**Wiring by layer**

Bar = 20 um.
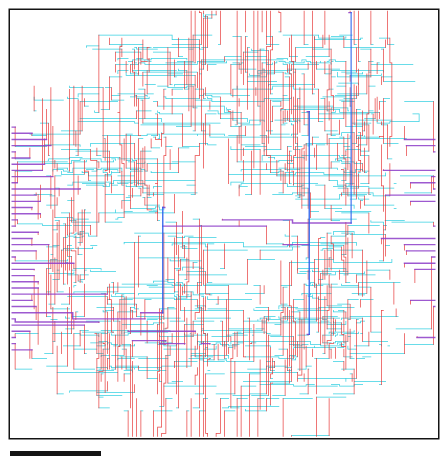
**Clock wires, drivers and flops**

Bar = 20 um.
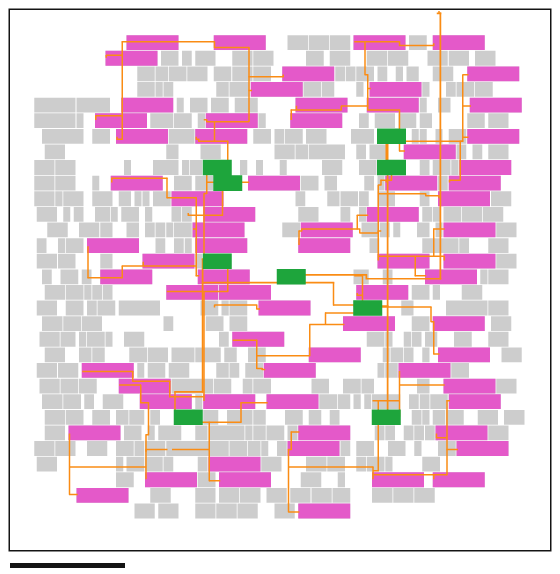
**Sequential cells grouped by signal name**

Other sequential cells in the stronger gray, the rest of the logic in the fainter gray.
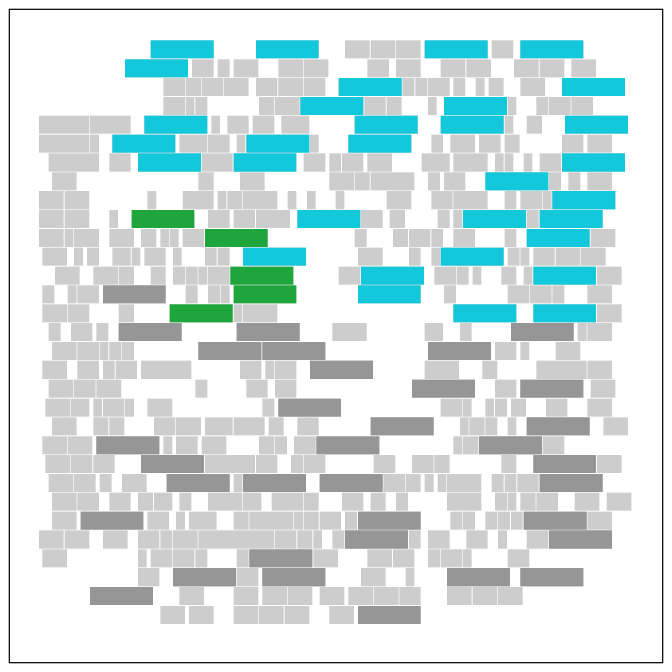
`config.mk`:
```
export PLATFORM = sky130hd
export DESIGN_NAME = pipeline_hazard_ctrl
export DESIGN_NICKNAME = d
export VERILOG_FILES = /design/src/rtl/pipeline_hazard_ctrl.sv
export SDC_FILE = /design/constraint.sdc
export NUM_CORES = 1
export LEC_CHECK = 0
export CAP_MARGIN = 20
export CORE_MARGIN = 4
export CORE_UTILIZATION = 48
export DETAILED_ROUTE_END_ITERATION = 7
export PLACE_DENSITY = 0.8
export RECOVER_POWER = 100
export SYNTH_ARGS = -nofsm -noshare
export SYNTH_HDL_FRONTEND = slang
export SYNTH_SLANG_ARGS = --single-unit
export TNS_END_PERCENT = 20
```
`constraint.sdc`:
```
create_clock -name clk -period 3.2 [get_ports clk]
set_input_delay 0.64 -clock clk [delete_from_list [all_inputs] [get_ports clk]]
set_output_delay 0.64 -clock clk [all_outputs]
set_load 0.05 [all_outputs]
```
`src/rtl/pipeline_hazard_ctrl.sv`:
```
// Stall/flush sequencer for the 5-stage pipeline: load-use bubbles, MEM-stage
// branch flushes, and freezes on multi-cycle data-memory accesses with a timeout.
module pipeline_hazard_ctrl #(
   parameter int MEM_TIMEOUT = 16,
   parameter int CNT_W       = 32
) (
   input  logic             clk,
   input  logic             reset,
   input  logic [4:0]       ID_rs1,
   input  logic [4:0]       ID_rs2,
   input  logic             ID_uses_rs2,
   input  logic             IE_MemRead,
   input  logic [4:0]       IE_RD,
   input  logic             EM_Branch,
   input  logic             EM_Zero,
   input  logic             EM_addermuxselect,
   input  logic             EM_MemRead,
   input  logic             EM_MemWrite,
   input  logic             dmem_ready,
   output logic             dmem_req,
   output logic             pc_write,
   output logic             if_id_write,
   output logic             if_id_flush,
   output logic             id_ex_write,
   output logic             id_ex_flush,
   output logic             ex_mem_write,
   output logic             ex_mem_flush,
   output logic             mem_wb_flush,
   output logic             pc_src,
   output logic             mem_fault,
   output logic [CNT_W-1:0] stall_count,
   output logic [CNT_W-1:0] flush_count
);

   typedef enum logic {RUN, MEM_WAIT} state_e;

   localparam int              WC_W      = $clog2(MEM_TIMEOUT + 1);
   localparam logic [WC_W-1:0] TIMEOUT_C = WC_W'(MEM_TIMEOUT);

   state_e           state_q, state_d;
   logic [WC_W-1:0]  wait_cnt_q, wait_cnt_d;
   logic             mem_fault_q, mem_fault_d;
   logic [CNT_W-1:0] stall_count_q, stall_count_d;
   logic [CNT_W-1:0] flush_count_q, flush_count_d;

   logic mem_acc, taken, load_use, in_wait, freeze, timeout;

   always_comb begin
      mem_acc  = EM_MemRead | EM_MemWrite;
      taken    = EM_Branch & (EM_Zero ^ EM_addermuxselect);
      load_use = IE_MemRead & (IE_RD != 5'd0) &
                 ((IE_RD == ID_rs1) | (ID_uses_rs2 & (IE_RD == ID_rs2)));
      in_wait  = (state_q == MEM_WAIT);
      freeze   = (!in_wait & mem_acc & !dmem_ready) |
                 (in_wait & !dmem_ready & (wait_cnt_q < TIMEOUT_C));
      timeout  = in_wait & !dmem_ready & (wait_cnt_q >= TIMEOUT_C);
   end

   // NOTE: every output and next-state value gets a default first so no path leaves a latch.
   always_comb begin
      state_d       = state_q;
      wait_cnt_d    = wait_cnt_q;
      mem_fault_d   = mem_fault_q;
      stall_count_d = stall_count_q;
      flush_count_d = flush_count_q;
      dmem_req      = mem_acc | in_wait;
      pc_write      = 1'b1;
      if_id_write   = 1'b1;
      if_id_flush   = 1'b0;
      id_ex_write   = 1'b1;
      id_ex_flush   = 1'b0;
      ex_mem_write  = 1'b1;
      ex_mem_flush  = 1'b0;
      mem_wb_flush  = 1'b0;
      pc_src        = 1'b0;

      case (state_q)
         RUN: begin
            if (mem_acc && !dmem_ready) begin
               state_d    = MEM_WAIT;
               wait_cnt_d = WC_W'(1);
            end
         end
         MEM_WAIT: begin
            if (dmem_ready) begin
               state_d    = RUN;
               wait_cnt_d = '0;
            end else if (timeout) begin
               state_d     = RUN;
               wait_cnt_d  = '0;
               mem_fault_d = 1'b1;
            end else begin
               wait_cnt_d = wait_cnt_q + WC_W'(1);
            end
         end
         default: state_d = RUN;
      endcase

      // A taken branch squashes the load-using instruction, so it wins over load-use.
      if (freeze) begin
         pc_write     = 1'b0;
         if_id_write  = 1'b0;
         id_ex_write  = 1'b0;
         ex_mem_write = 1'b0;
         mem_wb_flush = 1'b1;
      end else if (taken) begin
         pc_src       = 1'b1;
         if_id_flush  = 1'b1;
         id_ex_flush  = 1'b1;
         ex_mem_flush = 1'b1;
      end else if (load_use) begin
         pc_write     = 1'b0;
         if_id_write  = 1'b0;
         id_ex_flush  = 1'b1;
      end

      // The timed-out access is discarded rather than written back.
      if (timeout) mem_wb_flush = 1'b1;

      if (freeze || (load_use && !taken)) stall_count_d = stall_count_q + CNT_W'(1);
      if (taken && !freeze)               flush_count_d = flush_count_q + CNT_W'(1);
   end

   // NOTE: state registers use non-blocking assignments so all flops update together.
   always_ff @(posedge clk or posedge reset) begin
      if (reset) begin
         state_q       <= RUN;
         wait_cnt_q    <= '0;
         mem_fault_q   <= 1'b0;
         stall_count_q <= '0;
         flush_count_q <= '0;
      end else begin
         state_q       <= state_d;
         wait_cnt_q    <= wait_cnt_d;
         mem_fault_q   <= mem_fault_d;
         stall_count_q <= stall_count_d;
         flush_count_q <= flush_count_d;
      end
   end

   assign mem_fault   = mem_fault_q;
   assign stall_count = stall_count_q;
   assign flush_count = flush_count_q;

endmodule

```
==> results.toml <==
# implementation run metrics
[timing]
timing.final.ws_setup_ps = 185.4
worst_pin_slew_ps = 1225
grt_setup_unrepaired = "no"
fmax_mhz = 331.7
slew_headroom = 0.1824
fin_crit_sh = 0.9421
finalHoldViolCount = 0
setup-violations-final = 0
drv_slew = 0
period_needed_ps = 3015
skew_ps = 8.228
fin_setup_tns_ps = 0
hold_ws_ps = 459.4

[final_layout]
diodes = 0
final_cell_mix = "dfrtp_1, dlygate4sd3_1, xor2_1, xnor2_1, nand3_1"
layout.cells.non_filler = 533
final_net_count = 457
fill_cells = 583
layout.cells.most_common = "dfrtp_1"
drive_gt1_frac = 0.08065
syn2layout_area_growth_pct = 34.51

[floorplanning]
core-area_um2 = 7214
die_x_um = 94.09
fp.dieH_um = 94.09
dieArea_um2 = 8852
fp-row-count = 31
initCoreUtil = 0.4931
num_io_pins = 100

[synthesis]
syn_inst = 326
ys_cells = 326
top_area_cell = "dfrtp_1"
ys_seq_share = 0.4995
top_area_frac = 0.4995
synth-edff-count = 0
synth_cell_types = 46
top_cells_by_area = "dfrtp_1, xor2_1, xnor2_1"
synth.avg_cell_area_um2 = 10.91
synth-area-yosys_um2 = 3557
ys.flop_type = "dfrtp_1"
ys_warn_count = 0
synth.net_count = 354
numSynthFlops = 71
async_flop_share = 1.000
netlist_area_um2 = 3557

[critical_path]
startpoint = "IE_RD[1]"
cp.required_ps = 2560
ff2ff_setup_slack_ps = 830
critical_path.max_fanout = 11
arrival_ps = 2370
endpoint = "if_id_write"
startpoint_type = "input pin"
regToRegStartpoint = "in_wait"
cp-end-kind = "output pin"
regToRegEndpoint = "stall_count[24]"
ff2ff_path_depth = 7
crit_type = "input pin to output pin"

[grt]
grt_usage = 0.1869
grt_pass1_vias = 2766
antenna_found_initial = 0
grt_overflow = 0
grt_pass1_wl_mm = 13.12
grt_max_degree = 40

[power]
irDropWorstVdd_mv = 0.3724
p_leak_nw = 2.202
cellPowerDensity_nw_per_um2 = 562.8

[cts]
cts_buffers = 9
clk_pin_slew_worst_paths_ps = 70
cts_resized = 0
clkSinkCount = 71
hold_buffers = 0
cts_tree = "built"
postCtsSetupRepairBufs = 0
worstSkewPairLatency_ps = 340
clockBufferDepth = 2
root_buffer = "clkbuf_8"
cts.htree.levels = 3

[placed_design]
place.gp.congestion = 0.7841
port_buffers = 99
dpl.hpwl_mm = 5.905
dpl_worst_slack_ps = 171.3
placed_cells = 517

[drt]
routed_wl_mm = 7.850
post_drt_via_cell_ratio = 5.191
drtIter0Drc = 56
drc = 0
routedWlPerCell_um = 14.73
ant_nets = 0
vias = 2767
drt-pass1-iter-count = 6

[outcome]
status = "completed"

[hold_path]
min_path_type = "flip-flop to flip-flop"

[job]
drv_cap = 0
warnings = 26
About 'wiring by layer':
purple -> M3  # wire length 439 um
cyan -> M1  # wire length 3,420 um
blue -> M4  # wire length 118 um
red -> M2  # wire length 3,870 um

About 'clock wires, drivers and flops':
magenta -> flip-flops  # count 71
green -> clock-net drivers  # count 9
orange -> clock wires  # length 892 um
routed clock nets = 10
flops lie = spread over the die

About 'sequential cells grouped by signal name':
cyan -> flush_count  # sequential cells 32
green -> wait_cnt_q  # sequential cells 5
not colored = 34

==> registers in the layout (all words and copies together), names as in the netlist <==
name / cells
in_wait: 1
wait_cnt_q: 5
flush_count: 32
mem_fault: 1
stall_count: 32
==> report_power, final <==
group	total (mW)	switching (mW)	internal (mW)	leakage, nW
logic	0.829	0.556	0.273	1.18
clock network	0.722	0.340	0.382	0.0997
registers	1.14	0.141	1.00	0.923
==> metrics by stage <==
step             util  power (mW)  instance area [um^2]
2_1_floorplan       -       1.702                  3557
3_3_place_gp   0.6526       2.030                  4708
3_5_place_dp   0.6526       2.046                  4708
4_1_cts        0.6800       2.770                  4906
5_1_grt        0.6632       2.812                  4785
6_report       0.6632       2.693                  4785
==> logic make-up after synthesis <==
kind of cell / synth area share
adders and majority gates: 0.01055
muxes: 0.006331
DFF: 0.4995
AOI/OAI and AO/OA: 0.02673
xor gates and xnor gates: 0.1822
and+or+nand+nor: 0.2392
buffers and inverters: 0.03553
==> area by class of cell <==
| type | count | area, um^2 | area share |
|---|---|---|---|
| timing repair buffer | 105 | 1067 | 0.2231 |
| sequential | 71 | 1777 | 0.3713 |
| inverter | 10 | 37.54 | 0.007845 |
| clock inverter | 5 | 56.30 | 0.01177 |
| multi-input combinational | 232 | 1582 | 0.3305 |
| clock buffer | 11 | 141.4 | 0.02955 |
| tap | 99 | 123.9 | 0.02589 |
==> worst max-delay path, stage by stage <==
cell,delay (ps)
clkdlybuf4s50_1,460
or4_1,540
o21ai_1,160
a21oi_1,70
a21oi_2,190
buf_12,160
buf_12,140
==> synthesized netlist by cell type (2+ instances only) <==
library cell and instances:
nand2b_1 3, a21oi_1 2, nor4b_1 2, nand3_1 27
nor3_2 2, nor4_1 3, buf_6 2, clkbuf_1 3
xor2_1 38, nor4_4 2, dfrtp_1 71, and4_1 3
buf_2 2, inv_1 10, nor4_2 3, a22o_1 2
and2_1 2, o22ai_1 2, nor3_1 18, o21ai_0 3
nor2_1 18, nand2_1 24, and3_1 8, buf_4 6
xnor2_1 36, nand4_1 10, nand3_4 2, nor3b_1 2
ha_1 3
==> routing by layer <==
layer	routed length, um	GRT usage	up-vias
met5	0	0	-
met4	118	0.06859	0
met3	439	0.04327	8
met2	3870	0.3170	73
met1	3421	0.2314	1350
li1	-	-	1336
==> worst min path at each step <==
| stage | slack, ps | from | cells after the start | endpoint |
|---|---|---|---|---|
| finish | 460 | stall_count[31] | 1 | stall_count[31] |
| global placement | 450 | mem_fault | 1 | mem_fault |
| global route | 500 | stall_count[31] | 1 | stall_count[31] |
| detailed placement | 450 | mem_fault | 1 | mem_fault |
| CTS | 470 | stall_count[31] | 1 | stall_count[31] |
| floorplan | 460 | wait_cnt_q[4] | 2 | wait_cnt_q[4] |
Power figures rest on the tool's default switching activity, not on a simulated workload.
